[src/rtl/spi_pkg.sv]
// Shared constants for the SPI slave endpoint: default word length, bit order, counter sizing.
package spi_pkg;

    localparam int unsigned SPI_DATA_WIDTH = 8;
    localparam int unsigned LSB_FIRST      = 1;

    // Bit-counter width for a w-bit word; never narrower than one bit.
    function automatic int unsigned cnt_width(input int unsigned w);
        return (w > 1) ? $clog2(w) : 1;
    endfunction

    localparam int unsigned SPI_CNT_W = cnt_width(SPI_DATA_WIDTH);

endpackage

[src/rtl/spi_shift_reg.sv]
// LSB-first shift register with parallel load, shift enable and a modulo-W bit counter.
module spi_shift_reg
    import spi_pkg::*;
#(
    parameter int unsigned W     = SPI_DATA_WIDTH,
    parameter int unsigned CNT_W = cnt_width(W)
) (
    input  logic             clk,
    input  logic             rst_n,
    input  logic             i_load,
    input  logic [W-1:0]     i_load_data,
    input  logic             i_shift_en,
    input  logic             i_count_en,
    input  logic             i_serial_in,
    output logic [W-1:0]     o_data,
    output logic [CNT_W-1:0] o_count
);

    logic [W-1:0]     r_data;
    logic [CNT_W-1:0] r_count;

    // Load takes priority and restarts the counter; otherwise shift toward bit 0.
    always_ff @(posedge clk or negedge rst_n) begin
        if (!rst_n) begin
            r_data  <= '0;
            r_count <= '0;
        end else if (i_load) begin
            r_data  <= i_load_data;
            r_count <= '0;
        end else begin
            if (i_shift_en) begin
                r_data <= {i_serial_in, r_data[W-1:1]};
            end
            if (i_count_en) begin
                r_count <= (r_count == CNT_W'(W-1)) ? '0 : r_count + CNT_W'(1);
            end
        end
    end

    assign o_data  = r_data;
    assign o_count = r_count;

endmodule

[src/rtl/spi_slave.sv]
// SPI slave: one full-duplex LSB-first word per CS frame; MISO launched on SCLK rise, MOSI sampled on fall.
// Optional SPI_SLAVE_MISO_TRISTATE_EN: MISO floats whenever CS is high or reset is asserted.
module spi_slave
    import spi_pkg::*;
#(
    parameter int unsigned DATA_WIDTH = SPI_DATA_WIDTH
) (
    input  logic                  SCLK,
    input  logic                  reset,
    input  logic [DATA_WIDTH-1:0] slaveDataToSend,
    output logic [DATA_WIDTH-1:0] slaveDataReceived,
    input  logic                  CS,
    input  logic                  MOSI,
    output logic                  MISO
);

    localparam int unsigned CNT_W = cnt_width(DATA_WIDTH);

    logic                  w_sclk_n;
    logic                  w_active;
    logic [DATA_WIDTH-1:0] w_tx_data;
    logic [DATA_WIDTH-1:0] w_rx_data;
    logic [CNT_W-1:0]      w_tx_cnt;
    logic [CNT_W-1:0]      w_rx_cnt;
    logic                  r_miso;
    logic [DATA_WIDTH-1:0] r_rx_word;

    assign w_sclk_n = ~SCLK;
    assign w_active = ~CS;

    // Transmit word is captured while idle and held stable for the frame; the counter selects the bit.
    spi_shift_reg #(
        .W     (DATA_WIDTH),
        .CNT_W (CNT_W)
    ) u_tx (
        .clk         (SCLK),
        .rst_n       (reset),
        .i_load      (CS),
        .i_load_data (slaveDataToSend),
        .i_shift_en  (1'b0),
        .i_count_en  (w_active),
        .i_serial_in (1'b0),
        .o_data      (w_tx_data),
        .o_count     (w_tx_cnt)
    );

    spi_shift_reg #(
        .W     (DATA_WIDTH),
        .CNT_W (CNT_W)
    ) u_rx (
        .clk         (w_sclk_n),
        .rst_n       (reset),
        .i_load      (CS),
        .i_load_data ('0),
        .i_shift_en  (w_active),
        .i_count_en  (w_active),
        .i_serial_in (MOSI),
        .o_data      (w_rx_data),
        .o_count     (w_rx_cnt)
    );

    always_ff @(posedge SCLK or negedge reset) begin
        if (!reset) begin
            r_miso <= 1'b0;
        end else if (w_active) begin
            r_miso <= w_tx_data[w_tx_cnt];
        end
    end

    // Publish only on the last bit of a word so aborted frames leave the old word in place.
    always_ff @(posedge w_sclk_n or negedge reset) begin
        if (!reset) begin
            r_rx_word <= '0;
        end else if (w_active && (w_rx_cnt == CNT_W'(DATA_WIDTH-1))) begin
            r_rx_word <= {MOSI, w_rx_data[DATA_WIDTH-1:1]};
        end
    end

    assign slaveDataReceived = r_rx_word;

`ifdef SPI_SLAVE_MISO_TRISTATE_EN
    assign MISO = (CS || !reset) ? 1'bz : r_miso;
`else
    assign MISO = r_miso;
`endif

endmodule

[config.mk]
export PLATFORM = sky130hd
export DESIGN_NAME = spi_slave
export DESIGN_NICKNAME = d
export VERILOG_FILES = /design/src/rtl/spi_pkg.sv /design/src/rtl/spi_shift_reg.sv /design/src/rtl/spi_slave.sv
export SDC_FILE = /design/constraint.sdc
export NUM_CORES = 1
export LEC_CHECK = 0
export CAP_MARGIN = 20
export CORE_ASPECT_RATIO = 0.75
export CORE_MARGIN = 1.5
export CORE_UTILIZATION = 53
export CTS_BUF_LIST = sky130_fd_sc_hd__clkbuf_2
export DETAILED_ROUTE_END_ITERATION = 12
export GPL_ROUTABILITY_DRIVEN = 0
export PLACE_DENSITY = 0.8
export SKIP_LAST_GASP = 1
export SYNTH_ARGS = -nofsm -noshare
export SYNTH_HDL_FRONTEND = slang
export SYNTH_SLANG_ARGS = --single-unit
[constraint.sdc]
create_clock -name SCLK -period 1.87 [get_ports SCLK]
set_clock_uncertainty 0.1 [all_clocks]
set_input_delay 0.374 -clock SCLK [delete_from_list [all_inputs] [get_ports SCLK]]
set_output_delay 0.374 -clock SCLK [all_outputs]
set_load 0.02 [all_outputs]
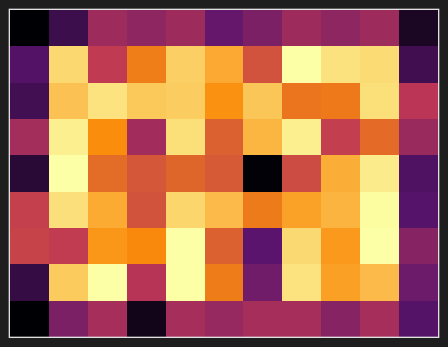
*Local utilization, run 1*
11 x 9 tiles, from black (low) to pale yellow (high), 0 to 100% covered.
39% of the tiles are over 75% full. The fullest tile reaches 100%. 3.0% of the tiles are nearly empty. The mean over all tiles is 60%.

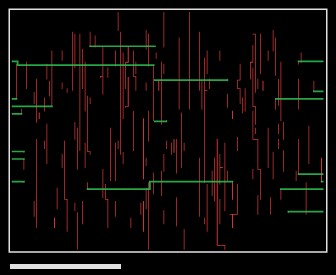
*Signal wires by layer, run 1*
Bar = 20 um. Only two layers are drawn.
Key: green = metal 3 [wire length 129 um]; red = metal 2 [wire length 786 um]

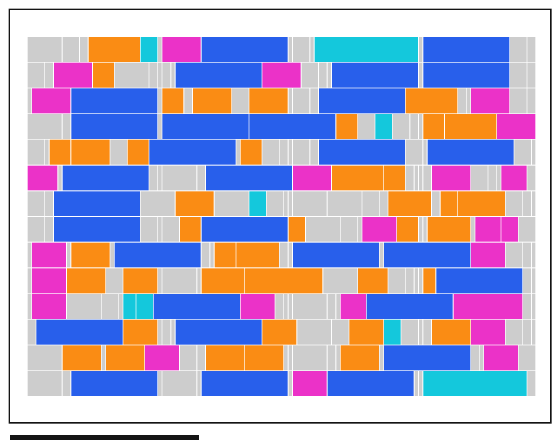
*Placement by cell class, run 1*
Bar = 20 um. Fill, decap, tap and diode cells in grey.
Key: cyan = clock drivers and dummy loads [cells 8]; blue = sequential cells [cells 30]; magenta = remaining buffers and delay cells [cells 24]; orange = combinational and other logic [cells 41]
Core ar.: 0.002049 sq mm
Finished Cell Area: 0.001529 sq mm

==> job_summary.md, run 1 <==
### Metrics collected by this job

| Metric | Value |
|---|---|
| Final setup vio count | `8` |
| Top post-synthesis cells by area | `dfrtn_1, dfrtp_1, mux2_2` |
| Met2 WL | `785 um` |
| Power per cell area | `933.9 mW/mm^2` |
| Grt met3 use | `8.657%` |
| Crit-path max cell delay | `0.48 ns` |
| Ys cells | `75` |
| Worst EP required | `1.40 ns` |
| First-pass GRT wire length | `3084 um` |
| Reg-to-reg endpoint | `slaveDataReceived[3]` |
| Status | `finished with violations` |
| Failing checks | `setup timing` |
| Yosys aoi share | `0.7511%` |
| Cts bufs inserted | `5` |
| Final worst slack | `-0.4709 ns` |
| XOR-XNOR Cells, Area Fraction | `0%` |
| CP Depth | `1` |
| Post-synth seq share | `64.38%` |
| Final Net Count | `118` |
| Depth of the CTS H-tree | `2` |
| Leading area contributor after synthesis | `dfrtn_1` |
| Die area | `0.002494 sq mm` |
| Most frequent cell after synthesis | `dfrtn_1` |
| Max-slew violations | `0` |
| Syn nets | `91` |
| Final non-clock buffer share | `16.12%` |
| Flops | `30` |
| Worst-margin pin slew | `0.3002 ns` |
| Placed Area | `0.001418 sq mm` |
| And+or+nand+nor area frac | `7.618%` |
| Area leader share | `38.63%` |
| Yosys warnings | `0` |
| Flop2flop setup slack | `0.34 ns` |
| CP top delay family | `flip-flops` |
| Commonest cells in the netlist | `dfrtn_1, mux2_2, dfrtp_1, nor2b_1` |
| Critical path's slowest cell | `dfrtn_1` |
| P&R area growth vs syn | `31.12%` |
| Layout cell share with drive strength beyond 1 | `37.86%` |
| Final design utilization | `74.60%` |
| Reg area | `750.7 sq um` |
| Number of enable flip-flop cells | `0` |
| Sw frac | `20.69%` |
==> inputs of run 2 (changes only) <==
--- a/config.mk
+++ b/config.mk
@@ -14,6 +14,7 @@
 export GPL_ROUTABILITY_DRIVEN = 0
 export PLACE_DENSITY = 0.8
 export SKIP_LAST_GASP = 1
+export SLEW_MARGIN = 20
 export SYNTH_ARGS = -nofsm -noshare
 export SYNTH_HDL_FRONTEND = slang
 export SYNTH_SLANG_ARGS = --single-unit
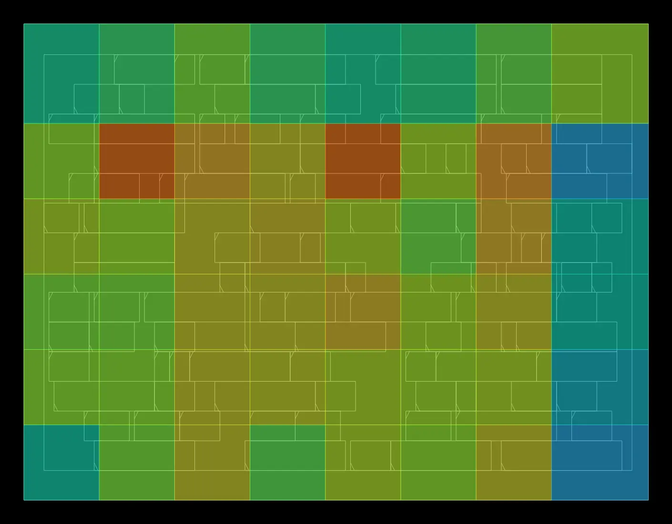
*Routing congestion, run 2*
All-Layer GR Usage: 17.46%
met1 Usage GRT: 23.84%
grt met3 use: 8.657%
met2 usage: 24.14%
final design utilization: 74.60%

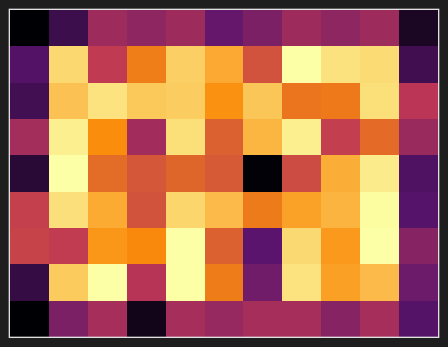
*Local utilization, run 2*
11 x 9 tiles, from black (low) to pale yellow (high), 0 to 100% covered.
The fullest tile reaches 100%. 39% of the tiles are over 75% full. The mean over all tiles is 60%. 3.0% of the tiles are nearly empty.

==> run 2 against run 1 <==
Effect of this change:
- the flow still finishes with violations (setup timing)
- sequential share of layout area is the same
- clock power barely moved
- worst setup slack did not move
- highest routed layer unchanged
==> job_summary.md, run 2 <==
### Metrics collected by this job

| Metric | Value |
|---|---|
| Critical path's slowest cell | `dfrtn_1` |
| Failing checks | `setup timing` |
| Depth of the CTS H-tree | `2` |
| Number of enable flip-flop cells | `0` |
| Status | `finished with violations` |
| Final setup vio count | `8` |
| Met2 WL | `785 um` |
| Power per cell area | `933.9 mW/mm^2` |
| Yosys warnings | `0` |
| Die area | `0.002494 sq mm` |
| P&R area growth vs syn | `31.12%` |
| Final non-clock buffer share | `16.12%` |
| Placed Area | `0.001418 sq mm` |
| Leading area contributor after synthesis | `dfrtn_1` |
| Flops | `30` |
| First-pass GRT wire length | `3084 um` |
| Worst EP required | `1.40 ns` |
| XOR-XNOR Cells, Area Fraction | `0%` |
| Top post-synthesis cells by area | `dfrtn_1, dfrtp_1, mux2_2` |
| Reg area | `750.7 sq um` |
| Reg-to-reg endpoint | `slaveDataReceived[3]` |
| Final worst slack | `-0.4709 ns` |
| Sw frac | `20.69%` |
| Ys cells | `75` |
| Flop2flop setup slack | `0.34 ns` |
| CP top delay family | `flip-flops` |
| Crit-path max cell delay | `0.48 ns` |
| CP Depth | `1` |
| Cts bufs inserted | `5` |
| Layout cell share with drive strength beyond 1 | `37.86%` |
No activity file was given, so power comes from the tool's default toggle rates.
